## src/rtl/apb_pkg.sv

```systemverilog
// Shared APB definitions: FSM state encoding, register indices and default ID.
// Imported by both the completer and the master side of the link.
package apb_pkg;

  typedef enum logic [1:0] {
    ST_IDLE = 2'd0,
    ST_WAIT = 2'd1,
    ST_DONE = 2'd2
  } apb_state_e;

  localparam int REG_ID   = 0;
  localparam int REG_CTRL = 1;

  localparam logic [31:0] DEFAULT_ID_VALUE = 32'hA5B0_0001;

endpackage

```

## src/rtl/apb_regbank.sv

```systemverilog
// Word register storage: reg 0 is a constant ID, the rest are read/write.
// One indexed write port, one combinational read port, plus a tap on the
// control register for downstream logic.
module apb_regbank
  import apb_pkg::*;
#(
  parameter int          NUM_REGS = 16,
  parameter logic [31:0] ID_VALUE = DEFAULT_ID_VALUE,
  localparam int         IDX_W    = $clog2(NUM_REGS)
) (
  input  logic             i_clk,
  input  logic             i_rst_n,
  input  logic             i_we,
  input  logic [IDX_W-1:0] i_wr_idx,
  input  logic [31:0]      i_wr_data,
  input  logic [IDX_W-1:0] i_rd_idx,
  output logic [31:0]      o_rd_data,
  output logic [31:0]      o_ctrl
);

  logic [31:0] w_regs [NUM_REGS];

  assign w_regs[REG_ID] = ID_VALUE;

  genvar gi;
  generate
    for (gi = 1; gi < NUM_REGS; gi++) begin : g_reg
      logic [31:0] r_q;

      // Each RW register loads when the write port targets its index.
      always_ff @(posedge i_clk or negedge i_rst_n) begin
        if (!i_rst_n) begin
          r_q <= '0;
        end else if (i_we && (i_wr_idx == IDX_W'(gi))) begin
          r_q <= i_wr_data;
        end
      end

      assign w_regs[gi] = r_q;
    end
  endgenerate

  assign o_rd_data = w_regs[i_rd_idx];
  assign o_ctrl    = w_regs[REG_CTRL];

endmodule

```

## src/rtl/apb_slave_regfile.sv

```systemverilog
// APB3 completer with fixed wait states in front of a small register bank.
// Errors (out of range, misaligned, write to ID) are answered on PSLVERR;
// protocol violations by the master set a sticky flag.
module apb_slave_regfile
  import apb_pkg::*;
#(
  parameter int          NUM_REGS    = 16,
  parameter int          WAIT_STATES = 2,
  parameter logic [31:0] ID_VALUE    = DEFAULT_ID_VALUE
) (
  input  logic        PCLK,
  input  logic        PRESET_n,
  input  logic        PSEL,
  input  logic        PENABLE,
  input  logic [31:0] PADDR,
  input  logic        PWRITE,
  input  logic [31:0] PWDATA,
  output logic [31:0] PRDATA,
  output logic        PREADY,
  output logic        PSLVERR,
  output logic [31:0] ctrl_o,
  output logic        proto_err_o
);

  localparam int IDX_W = $clog2(NUM_REGS);

  apb_state_e  r_state, w_state_next;
  logic [3:0]  r_cnt, w_cnt_next;
  logic [31:0] r_addr, r_wdata;
  logic        r_write;
  logic        r_pready, r_pslverr, r_proto_err;
  logic [31:0] r_prdata;

  logic             w_latch, w_enter_done, w_proto_set, w_we;
  logic [31:0]      w_req_addr;
  logic             w_req_write, w_req_err;
  logic [IDX_W-1:0] w_req_idx;
  logic [31:0]      w_rd_data;

  // With zero wait states DONE is entered on the setup edge itself, before
  // the request is latched, so the live bus is used only while in IDLE.
  assign w_req_addr  = (r_state == ST_IDLE) ? PADDR  : r_addr;
  assign w_req_write = (r_state == ST_IDLE) ? PWRITE : r_write;
  assign w_req_idx   = w_req_addr[IDX_W+1:2];
  assign w_req_err   = (|w_req_addr[31:IDX_W+2]) |
                       (|w_req_addr[1:0]) |
                       (w_req_write && (w_req_idx == IDX_W'(REG_ID)));

  // Commit only a clean, still-selected write; r_pslverr holds this
  // transfer's error decode during DONE.
  assign w_we = (r_state == ST_DONE) & PSEL & PENABLE & r_write & ~r_pslverr;

  apb_regbank #(
    .NUM_REGS (NUM_REGS),
    .ID_VALUE (ID_VALUE)
  ) u_regbank (
    .i_clk     (PCLK),
    .i_rst_n   (PRESET_n),
    .i_we      (w_we),
    .i_wr_idx  (r_addr[IDX_W+1:2]),
    .i_wr_data (r_wdata),
    .i_rd_idx  (w_req_idx),
    .o_rd_data (w_rd_data),
    .o_ctrl    (ctrl_o)
  );

  // Next-state, wait counter and protocol-violation decode.
  always_comb begin
    w_state_next = r_state;
    w_cnt_next   = r_cnt;
    w_latch      = 1'b0;
    w_enter_done = 1'b0;
    w_proto_set  = 1'b0;
    case (r_state)
      ST_IDLE: begin
        if (PSEL && !PENABLE) begin
          w_latch    = 1'b1;
          w_cnt_next = 4'(WAIT_STATES);
          if (WAIT_STATES == 0) begin
            w_state_next = ST_DONE;
            w_enter_done = 1'b1;
          end else begin
            w_state_next = ST_WAIT;
          end
        end else if (PSEL && PENABLE) begin
          w_proto_set = 1'b1;
        end
      end
      ST_WAIT: begin
        if (!(PSEL && PENABLE)) begin
          w_proto_set  = 1'b1;
          w_state_next = ST_IDLE;
        end else if (r_cnt == 4'd1) begin
          w_state_next = ST_DONE;
          w_enter_done = 1'b1;
        end else begin
          w_cnt_next = r_cnt - 4'd1;
        end
      end
      ST_DONE: begin
        // PREADY is already registered high here; an abort only drops the write.
        if (!(PSEL && PENABLE)) begin
          w_proto_set = 1'b1;
        end
        w_state_next = ST_IDLE;
      end
      default: w_state_next = ST_IDLE;
    endcase
  end

  // State, latched request and registered response outputs.
  always_ff @(posedge PCLK or negedge PRESET_n) begin
    if (!PRESET_n) begin
      r_state     <= ST_IDLE;
      r_cnt       <= '0;
      r_addr      <= '0;
      r_write     <= 1'b0;
      r_wdata     <= '0;
      r_pready    <= 1'b0;
      r_pslverr   <= 1'b0;
      r_prdata    <= '0;
      r_proto_err <= 1'b0;
    end else begin
      r_state <= w_state_next;
      r_cnt   <= w_cnt_next;
      if (w_latch) begin
        r_addr  <= PADDR;
        r_write <= PWRITE;
        r_wdata <= PWDATA;
      end
      r_pready    <= w_enter_done;
      r_pslverr   <= w_enter_done & w_req_err;
      r_prdata    <= (w_enter_done && !w_req_write && !w_req_err) ? w_rd_data : '0;
      r_proto_err <= r_proto_err | w_proto_set;
    end
  end

  assign PREADY      = r_pready;
  assign PSLVERR     = r_pslverr;
  assign PRDATA      = r_prdata;
  assign proto_err_o = r_proto_err;

endmodule

```

## config.mk

```make
export PLATFORM = sky130hd
export DESIGN_NAME = apb_slave_regfile
export DESIGN_NICKNAME = d
export VERILOG_FILES = /design/src/rtl/apb_pkg.sv /design/src/rtl/apb_regbank.sv /design/src/rtl/apb_slave_regfile.sv
export SDC_FILE = /design/constraint.sdc
export NUM_CORES = 1
export LEC_CHECK = 0
export ABC_AREA = 1
export CELL_PAD_IN_SITES_DETAIL_PLACEMENT = 1
export CELL_PAD_IN_SITES_GLOBAL_PLACEMENT = 1
export CORE_ASPECT_RATIO = 0.9
export CORE_MARGIN = 4
export CORE_UTILIZATION = 41
export DETAILED_ROUTE_END_ITERATION = 8
export GPL_TIMING_DRIVEN = 1
export HOLD_SLACK_MARGIN = 0.03
export PLACE_DENSITY = 0.84
export SKIP_CTS_REPAIR_TIMING = 1
export SLEW_MARGIN = 10
export SYNTH_ARGS = -nofsm -noshare
export SYNTH_HDL_FRONTEND = slang
export SYNTH_HIERARCHICAL = 1
export SYNTH_SLANG_ARGS = --single-unit
```

## constraint.sdc

```tcl
create_clock -name PCLK -period 2.2 [get_ports PCLK]
set_input_delay 0.44 -clock PCLK [delete_from_list [all_inputs] [get_ports PCLK]]
set_output_delay 0.44 -clock PCLK [all_outputs]
set_load 0.05 [all_outputs]
```

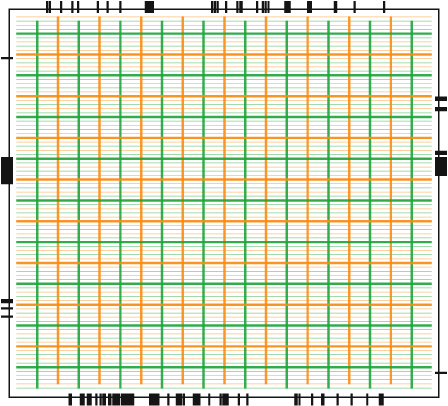
*Floorplan with the power grid*
Pins as bars on the die edge.
Key: orange = VDD; green = VSS
17 straps on met5. 19 straps on met4. 136 signal pins sit on the boundary.
die height: 252 µm
die width: 279 µm
core region area: 65600 µm²
Max VDD drop: 0.632 mV

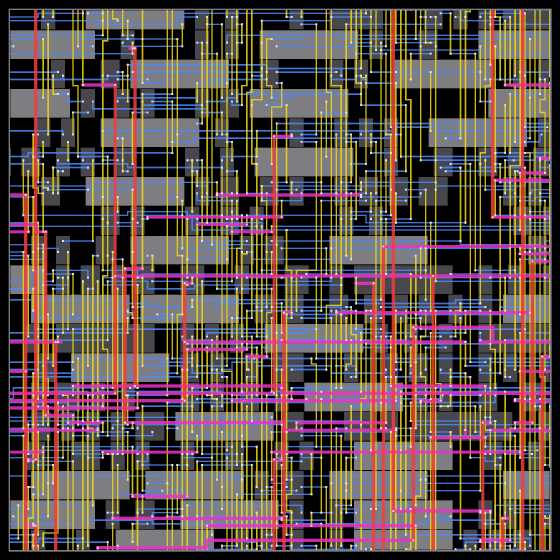
*A small window of the routed layout*
Window x 45 to 95, y 164 to 214 µm. Cells in grey, sequential cells in the stronger grey; small squares are vias.
Key: magenta = met3; red = met4; blue = met1; yellow = met2
Sequential cells in the window: 30. Netlist names of flops here include u_regbank/g_reg.r_q (27), PRDATA (2). Most frequent: nand2_1 (90), dfrtp_1 (30), o21ai_0 (22). 187 logic cells have their middle in the window.

==> results.yml <==
# implementation run metrics
worst_setup_path:
  start_kind: "register"
  reg2reg_depth: 14
  critPathArrivalTime_ns: 2.81
  startpoint: "r_state[0]"
  cp_max_fo: 9
  end_kind: "register"
  r2r_end: "u_regbank/g_reg[5].r_q[25]"
  regToRegStartpoint: "r_state[0]"
  path_class: "reg2reg"
  cp-endpoint: "u_regbank/g_reg[5].r_q[25]"
clock_network:
  clk_latency_ns: 0.62
  cts_root_buf: "clkbuf_16"
  tritoncts: "yes"
  cts.sinks: 586
  htreeDepth: 3
  cts_buffers: 66
  clkTransAtPathRegs_ns: 0.06
finish:
  final_area_um2: 34100
  logic_area_um2: 10400
  regArea_um2: 14700
  num-fill-cells: 7693
  syn_to_final_growth_pct: 25.5
  fin_nets: 3770
  fin_cells: 4605
  drive_above_1_share_pct: 11.0
hold_path:
  holdCritPathClass: "in2async"
sta:
  post-route-min-period_ns: 2.35
  fmax_mhz: 426
  setup_slack_ns: -0.149
  setup_viol: 53
  rsz0062_at_grt: "yes"
  hold_slack_ns: 0.292
  relSlewSlack_pct: 61.1
  final-hold-violation-count: 0
  tns_ns: -1.27
  period_used_pct: 107
  report.final.slew_viol_count: 0
  worstMarginPinSlew_ns: 0.583
die:
  rows: 89
  chipArea_um2: 70400
  ios: 136
synthesis:
  top_logic_kind: "simple AND/OR/NAND/NOR gates"
  avgSynthCellArea_um2: 7.67
  yosys_cells: 3535
  ys_seq_share_pct: 54.1
  yosysTopAreaCellShare_pct: 54.1
  ys_types: 29
  yosys_most_used_dff: "dfrtp_1"
  mux_share_pct: 0
  ys_sh_aoi_pct: 9.52
  yosys-stat-area_um2: 27100
  syn_nets: 3610
  ys_sh_adder_pct: 0.277
  yosys_warnings: 6
  synth_flops: 586
  most_common_cell: "nand2_1"
  yosys-top-cells-count: "1319 x nand2_1, 586 x dfrtp_1, 475 x o21ai_0, 401 x inv_1, 350 x nand3_1"
  syn_area_um2: 27100
  synth_area_leader_cell: "dfrtp_1"
  synthCells: 3535
  edf_count: 0
  ys_async_sr_fraction_pct: 100
  area_leaders: "dfrtp_1 54%, nand2_1 18%, o21ai_0 8.8%"
power:
  p_per_area_nw_per_um2: 1000
  power.static_leakage_nw: 17.3
global_route:
  overflow: 0
  grt_pass1_wl_mm: 146
  grt.busiest_layer: "met2"
  grt.met3_usage_pct: 3.17
  first_global_vias: 26400
  grtUsageMet2_pct: 46.8
  grt.total_usage_pct: 26.0
  met1_usage_pct: 32.1
  antenna_found_initial: 2
  grt_max_degree: 90
routing:
  drc_errors: 0
  postRouteAntennaNets: 0
  top_layer: "met5"
  drt_iter0_markers: 2265
  drtPass1Iterations: 5
  wirelength_mm: 107
  vias_per_cell: 5.59
  dr_wl_met2_mm: 52.3
  vias: 25800
  wire_per_inst_um: 23.2
  wl_met3_mm: 7.57
flow_run:
  maxCapViolations: 0
  warnings: 31
run_status:
  outcome: "finished with violations"
  violations: "setup timing"
placed_design:
  dp_cells: 4432
  numPortBuffers: 135
  gp_congestion: 0.801
  placed_area_um2: 30300
  place_ws_ns: -0.313
[cell type report]
| type | count | area share, % |
|---|---|---|
| repair inverters | 2 | 0.0808 |
| clock buffers | 99 | 5.76 |
| well taps | 864 | 3.17 |
| multi-input cells | 2309 | 30.7 |
| inverters | 405 | 4.53 |
| diodes | 1 | 0.00735 |
| flip-flops and latches | 586 | 43.1 |
| clock inverters | 14 | 0.470 |
| repair buffers | 325 | 12.3 |
[critical path, cell delays in order, from the launching register on]
cell and delay (ns):
dfrtp_1 0.39, inv_2 0.09, buf_6 0.10, ha_4 0.11, nand2_2 0.04, nor3_2 0.15, buf_4 0.17, inv_4 0.05
nor3_4 0.21, buf_6 0.14, buf_12 0.14, nand2_8 0.13, clkbuf_16 0.25, nand2_1 0.10, o21ai_0 0.13
[state kept, by name (all words and copies together) (netlist names)]
register,count
PRDATA,32
PREADY,1
PSLVERR,1
proto_err_o,1
r_addr,32
r_cnt,4
r_state,2
r_wdata,32
r_write,1
u_regbank/g.r_q,448
u_regbank/o_ctrl,32
[layout by cell type (no fill, tap or decap), drive strengths merged]
cell	synthesis	final
a21oi	19	19
buf	88	167
bufinv	0	3
clkbuf	150	124
clkdlybuf4s50	0	69
clkinv	0	12
clkinvlp	0	1
dfrtp	586	586
diode	0	1
dlygate4sd3	0	1
dlymetal6s2s	0	63
ha	6	6
inv	405	405
nand2	1328	1331
nand3	354	354
nand4	2	2
nor2	94	94
nor3	5	5
o21ai	492	492
o21bai	1	1
o22ai	1	1
o31ai	1	1
or2	1	1
xor2	2	2
[report_power, final]
group	switching, W	total, W	internal, W
logic	0.00744	0.0110	0.00356
registers	0.000689	0.0120	0.0113
clock network	0.00462	0.0111	0.00651
Power figures rest on the tool's default switching activity, not on a simulated workload.
